**config.mk**
```make
export PLATFORM = sky130hd
export DESIGN_NAME = sqrt_unit_param
export DESIGN_NICKNAME = d
export VERILOG_FILES = /design/src/rtl/sqrt_unit_param.sv
export SDC_FILE = /design/constraint.sdc
export NUM_CORES = 1
export LEC_CHECK = 0
export CAP_MARGIN = 20
export CORE_MARGIN = 1.5
export CORE_UTILIZATION = 30
export CTS_CLUSTER_SIZE = 40
export DETAILED_ROUTE_END_ITERATION = 7
export PLACE_DENSITY = 0.68
export SYNTH_ARGS = -nofsm -noshare
export SYNTH_HDL_FRONTEND = slang
export SYNTH_SLANG_ARGS = --single-unit
```
**constraint.sdc**
```tcl
create_clock -name Clk -period 8.3 [get_ports Clk]
set_clock_uncertainty 0.1 [all_clocks]
set_input_delay 2.075 -clock Clk [delete_from_list [all_inputs] [get_ports Clk]]
set_output_delay 2.075 -clock Clk [all_outputs]
set_load 0.01 [all_outputs]
```
**src/rtl/sqrt_unit_param.sv**
```systemverilog
// sqrt_unit_param
//   Restoring digit-by-digit integer square root with a 2x16 LCD text front end.
//   Flow: IDLE -> (next & enable) -> LOAD -> (next, samples data_in) -> CALC
//         (WIDTH/2 cycles, one root bit per cycle) -> DONE -> (next) -> IDLE.
//
// Ports
//   Clk        : single clock, rising-edge
//   reset      : synchronous, active-high
//   data_in    : WIDTH-bit unsigned radicand, sampled on the LOAD->CALC edge
//   enable     : block selected by the top-level menu (only gates IDLE->LOAD)
//   next       : one-cycle debounced button pulse
//   root       : floor(sqrt(radicand)), WIDTH/2 bits
//   remainder  : radicand - root*root, WIDTH/2+1 bits
//   exact      : remainder == 0
//   busy       : high while in CALC
//   done       : high while in DONE
//   textOut    : 32 ASCII characters, char 0 in bits 255:248
module sqrt_unit_param #(
  parameter int WIDTH = 16
) (
  input  logic               Clk,
  input  logic               reset,
  input  logic [WIDTH-1:0]   data_in,
  input  logic               enable,
  input  logic               next,
  output logic [WIDTH/2-1:0] root,
  output logic [WIDTH/2:0]   remainder,
  output logic               exact,
  output logic               busy,
  output logic               done,
  output logic [255:0]       textOut
);

  localparam int H  = WIDTH / 2;       // root width / iteration count
  localparam int RW = H + 2;           // working remainder width
  localparam int CW = $clog2(H + 1);   // iteration counter width

  localparam logic [3:0] S_IDLE = 4'b0001;
  localparam logic [3:0] S_LOAD = 4'b0010;
  localparam logic [3:0] S_CALC = 4'b0100;
  localparam logic [3:0] S_DONE = 4'b1000;

  localparam logic [255:0] TXT_IDLE = {"Square Root     ", "Sqrts a Number  "};
  localparam logic [255:0] TXT_LOAD = {"Input #         ", "Then Press Btnc "};
  localparam logic [255:0] TXT_CALC = {"Calculating...  ", "                "};

  logic [3:0]       state_q, state_d;
  logic [WIDTH-1:0] operand_q, operand_d;
  logic [H-1:0]     root_q, root_d;       // partial root during CALC
  logic [RW-1:0]    rem_q, rem_d;         // partial remainder during CALC
  logic [CW-1:0]    cnt_q, cnt_d;
  logic [H-1:0]     root_out_q, root_out_d;
  logic [H:0]       rem_out_q, rem_out_d;
  logic             exact_q, exact_d;

  logic [RW-1:0]    rem_shift, trial, rem_step;
  logic [H-1:0]     root_step;

  // One restoring iteration. The partial remainder never exceeds 2*root,
  // so the shifted value and the trial both fit in H+2 bits.
  always_comb begin
    rem_shift = (rem_q << 2) | {{(RW-2){1'b0}}, operand_q[WIDTH-1 -: 2]};
    trial     = {root_q, 2'b01};
    if (rem_shift >= trial) begin
      rem_step  = rem_shift - trial;
      root_step = {root_q[H-2:0], 1'b1};
    end else begin
      rem_step  = rem_shift;
      root_step = {root_q[H-2:0], 1'b0};
    end
  end

  always_comb begin
    state_d    = state_q;
    operand_d  = operand_q;
    root_d     = root_q;
    rem_d      = rem_q;
    cnt_d      = cnt_q;
    root_out_d = root_out_q;
    rem_out_d  = rem_out_q;
    exact_d    = exact_q;
    case (state_q)
      S_IDLE: begin
        if (next && enable) state_d = S_LOAD;
      end
      S_LOAD: begin
        if (next) begin
          operand_d = data_in;
          root_d    = '0;
          rem_d     = '0;
          cnt_d     = CW'(H);
          state_d   = S_CALC;
        end
      end
      S_CALC: begin
        // operand is consumed two bits at a time from the top
        operand_d = operand_q << 2;
        root_d    = root_step;
        rem_d     = rem_step;
        cnt_d     = cnt_q - 1'b1;
        if (cnt_q == CW'(1)) begin
          // results are published only on entry to DONE
          root_out_d = root_step;
          rem_out_d  = rem_step[H:0];
          exact_d    = (rem_step == '0);
          state_d    = S_DONE;
        end
      end
      S_DONE: begin
        if (next) state_d = S_IDLE;
      end
      default: state_d = S_IDLE;
    endcase
  end

  always_ff @(posedge Clk) begin
    if (reset) begin
      state_q    <= S_IDLE;
      operand_q  <= '0;
      root_q     <= '0;
      rem_q      <= '0;
      cnt_q      <= '0;
      root_out_q <= '0;
      rem_out_q  <= '0;
      exact_q    <= 1'b0;
    end else begin
      state_q    <= state_d;
      operand_q  <= operand_d;
      root_q     <= root_d;
      rem_q      <= rem_d;
      cnt_q      <= cnt_d;
      root_out_q <= root_out_d;
      rem_out_q  <= rem_out_d;
      exact_q    <= exact_d;
    end
  end

  function automatic logic [7:0] hex_char(input logic [3:0] n);
    if (n < 4'd10) return 8'h30 + {4'b0, n};
    else           return 8'h37 + {4'b0, n};
  endfunction

  function automatic logic [31:0] hex4(input logic [15:0] v);
    return {hex_char(v[15:12]), hex_char(v[11:8]), hex_char(v[7:4]), hex_char(v[3:0])};
  endfunction

  always_comb begin
    case (state_q)
      S_LOAD:  textOut = TXT_LOAD;
      S_CALC:  textOut = TXT_CALC;
      S_DONE:  textOut = {"Root: ", hex4(16'(root_out_q)), "      ",
                          "Rem:  ", hex4(16'(rem_out_q)),  "      "};
      default: textOut = TXT_IDLE;
    endcase
  end

  assign root      = root_out_q;
  assign remainder = rem_out_q;
  assign exact     = exact_q;
  assign busy      = (state_q == S_CALC);
  assign done      = (state_q == S_DONE);

endmodule

```
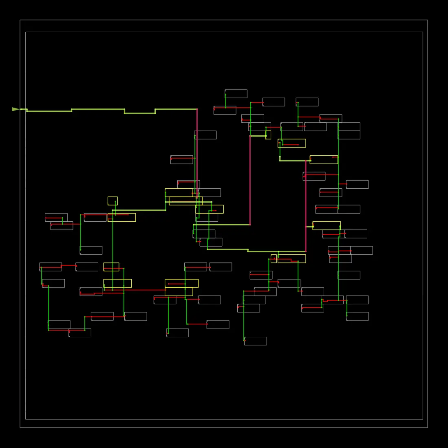
Fig. 1. Clock routing.
clock buf count: 10
clock buffers created by TritonCTS: 9
clock insertion delay at the later pin of the skew report: 0.33 ns
TritonCTS Sinks: 58

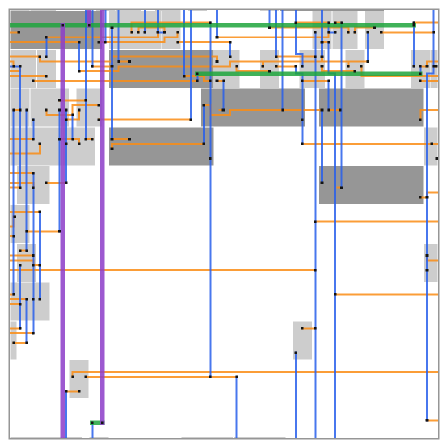
Fig. 2. Layout detail.
Region (86, 19) to (116, 49) um. Cells in grey, sequential cells in the stronger grey; small squares are vias.
- purple: metal 4
- green: metal 3
- orange: metal 1
- blue: metal 2
- most frequent: nand2_1 (6), dfxtp_1 (6), a21oi_1 (4)
- sequential cells in the window: 6
- netlist names of flops here include: `root` (3), `root_q` (2)
- cells with their middle in the window: 31

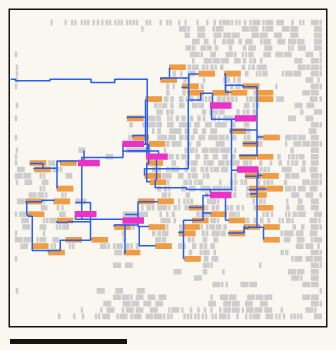
Fig. 3. Clock distribution.
Scale bar: 50 um.
- orange: flip-flops (count 58)
- blue: clock wires (length 904 um)
- magenta: clock drivers (count 9)
- routed clock nets: 10
Clock group: 0.396 mW
portion of total power attributed to the clock network: 0.446

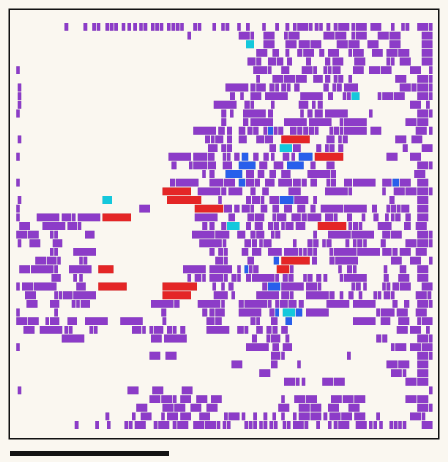
Fig. 4. Cell sizes after repair.
Scale bar: 50 um.
- red: _6 and larger (cells 13; most used clkbuf_16)
- purple: _0 and _1 cells (cells 734; most used clkdlybuf4s50_1)
- cyan: _3 and _4 cells (cells 6)
- blue: _2 cells (cells 15; most used nor2_2)
Area growth syn-to-layout: 20.4%
crit path setup slack, layout: 2.10 ns
design area: 6250 um^2

==> results.txt <==
Implementation results. The run finished with clean final reports. The first detailed-routing pass ran for 5 iterations. The final layout contains routed wiring with a total length of 12900 um. Of the synthesized area, sequential elements account for 0.224. Yosys mapped a number of flops with a built-in enable equal to 0.

For this run, the leading register cell type out of synthesis is dfxtp_1. The number of cells on the worst hold path is listed as 2. Leakage power summed over all cells landed at 2.44 nW.

Number of ports placed on the die boundary landed at ~300. STA classifies the critical path endpoint as a primary output. The launch point of the critical path was reported as state_q[1].

Entering global routing, the biggest net connects approximately 45 pins. TritonCTS built the clock tree. The report puts the hold buffer count at CTS at 0. Reg2reg setup slack landed at 4.72 ns.

Worst setup slack after placement landed at roughly 2.4 ns. Remaining global-route overflow landed at 0. In the final report, the number of endpoints failing setup comes to 0. The tightest min-delay check is of the flop to flop type. For this run, the number of Yosys warnings is 0. Initial DRC count landed at 221. Number of gates resized after cts landed at 0.

On the final layout, the worst hold slack is 0.367 ns. Before any placement, the netlist area is recorded as 5190 um^2. Maximum clock frequency landed at 0.161 GHz. After layout, the minimum clock period comes to 6.20 ns. Per the synth log, the flip-flop and latch total comes to 58.

Per the STA report, the cell with the highest stage delay on the worst path is nor2_1. STA puts the critical path data arrival time at a little over 4 ns. The synthesized netlist handed to floorplanning was reported with a cell count of 700. Post-CTS setup-driven buffer insertion count landed at 0. The endpoint identified for the worst register-to-register timing path is exact.

H-tree depth landed at 3. Core area landed at 16800 um^2. Setup repair after global routing left no endpoint under its margin. In the setup report, the worst path falls into the class flop to primary output. Clock tree synthesis selected as its root buffer the cell clkbuf_16. Synthesized area divided by synthesized cell count landed at 7.41 um^2. Routability congestion estimate landed at 0.880. The flow reported a cell area power density of 142 nW/um^2. In the synthesis report, Yosys lists the chip area as 5190 um^2.

Yosys reported that registers with async set or reset make up 0. Number of cells on the worst reg-to-reg path landed at 7. The worst setup path is launched from a flop. Count of antenna-violating nets left after detailed routing landed at 0. In the layout the commonest cells are 173 x clkdlybuf4s50_1, 122 x conb_1, 58 x nand2_1, 58 x dfxtp_1, 52 x nor2_1.

Per-cell via count in the routed design landed at 4.49. Routed via count landed at approximately 4400. For this run, design rule violations remaining after detail routing come to 0.

The die covers 18100 um^2. Final critical-path share of the clock period landed at 0.747. Checking max transition, the worst relative margin is 0.368. Looking at the hold checks, the worst path lands on operand_q[11].

Floorplan-stage core utilization landed at 0.310. STA lists the startpoint of the worst register-to-register path as state_q[1]. The design draws 0.888 mW. Worst ir drop on vdd landed at 91.5 uV.

Overall routing resource usage recorded by global route was 0.135. Number of antenna violations at the first check in global routing landed at 0. In this run the tool buffered the top-level ports with about 170 buffer cells.

OpenROAD warning count landed at 28. Number of cells in Yosys stat landed at 700. Wire length of the first global-routing pass landed at 19500 um.

Post-layout utilization of the core landed at 0.373. The cell sequence reported for the critical path is nor2_2 > nand2_2 > inv_2 > nor2_1 > nand2_1 > inv_1 > clkdlybuf4s50_1. Pins over their slew limit in the final report were tallied at 0. In the final routed layout, each cell accounts on average for 13.1 um. For the pin with the worst max-slew slack, the measured transition is 0.945 ns. For reference, the clock transition at the flip-flops on the worst setup and hold paths is 0.05 ns. Measured along the x axis, the die boundary spans 135 um. At the worst endpoint, the required time is 6.12 ns.

Tally of unique sky130hd cells used after synthesis landed at 59. Setup total negative slack landed at 0 ns. Number of global-route vias before repair landed at 3724. Per the timing report, the biggest fanout along the worst path comes to 36.

Layout net count landed at 800. The final timing report lists a hold violation count of 0.
## Yosys cell counts (2+ instances only)
cell,n,share of area
o211ai_1,7,0.010
buf_4,214,0.31
o31ai_1,3,0.0043
a22oi_1,2,0.0029
nor2b_1,2,0.0024
a31oi_1,6,0.0072
a211oi_1,6,0.0087
o21ai_0,32,0.031
dfxtp_1,58,0.22
a21o_1,4,0.0058
and3_1,5,0.0060
nand2b_1,5,0.0060
xnor2_1,8,0.014
o21ai_1,2,0.0019
a21oi_1,48,0.046
nor2_1,52,0.038
nor3_1,16,0.015
nor4_1,3,0.0036
a211o_1,3,0.0051
and2_1,4,0.0048
inv_2,2,0.0014
conb_1,2,0.0014
clkinv_1,2,0.0014
xor2_1,2,0.0034
inv_1,31,0.022
o21a_1,7,0.010
a211oi_2,2,0.0048
nor2_2,3,0.0036
nor2_4,2,0.0043
nand2_1,58,0.042
o221ai_1,16,0.027
buf_6,2,0.0043
o41ai_1,2,0.0034
buf_2,9,0.0087
or3_1,3,0.0036
nand3_1,19,0.018
clkbuf_1,18,0.013
a21boi_1,4,0.0058
ha_1,16,0.039
## report_power, final
part / switching, mW / total [mW] / internal (mW)
clock: 0.128 / 0.396 / 0.268
sequential: 0.00864 / 0.294 / 0.285
combinational: 0.109 / 0.198 / 0.0894
## worst max-delay path by stage
stage / endpoint / slack [ns] / cells after the start
floorplan: textOut[105] / 3.71 / 7
global placement: textOut[24] / 2.61 / 7
detailed placement: textOut[208] / 2.39 / 7
CTS: textOut[208] / 2.04 / 7
global route: textOut[208] / 1.70 / 7
finish: textOut[208] / 2.10 / 7
## through the flow
stage               instance area, um^2  std cells
floorplan                          5640        820
global placement                   5920        972
detailed placement                 5930        973
CTS                                6250        988
global route                       6250        988
finish                             6250        988
## area by class of cell
cell class | count | area [um^2]
clock inverter | 5 | 78.8
fill | 1788 | 10500
multi-input combinational | 484 | 2610
sequential | 58 | 1160
clock buffer | 10 | 239
timing repair buffer | 176 | 1760
tap | 220 | 275
inverter | 35 | 131
## critical path: cells and delay by family (launching register included)
| family | cells | cell delay (ns) |
|---|---|---|
| buffers and inverters | 3 | 1.50 |
| flip-flops | 1 | 0.51 |
| AND/OR/NAND/NOR | 4 | 1.68 |
## metal layers
metal,up-vias,GRT usage,part of all wire
met5,-,0,0
met4,0,0.0651,0.033
met3,23,0.0338,0.077
met2,209,0.226,0.48
met1,2041,0.161,0.40
li1,2161,-,-
## state kept, by name (all words and copies together), names as in the netlist
name,count
rem_q,8
state_q,4
cnt_q,4
exact,1
remainder,9
operand_q,16
root,8
root_q,8
## cells by family (layout without fill, tap and decap cells)
kind of cell | Yosys count | count (layout) | synth area share
AND-OR/OR-AND | 155 | 155 | 0.197
XOR/XNOR | 10 | 10 | 0.0169
adder cells (fa/ha/maj) | 16 | 16 | 0.0386
buffers and inverters | 278 | 226 | 0.361
flip-flops | 58 | 58 | 0.224
other | 2 | 122 | 0.00145
AND/OR/NAND/NOR | 181 | 181 | 0.162
Power figures rest on the tool's default switching activity, not on a simulated workload.
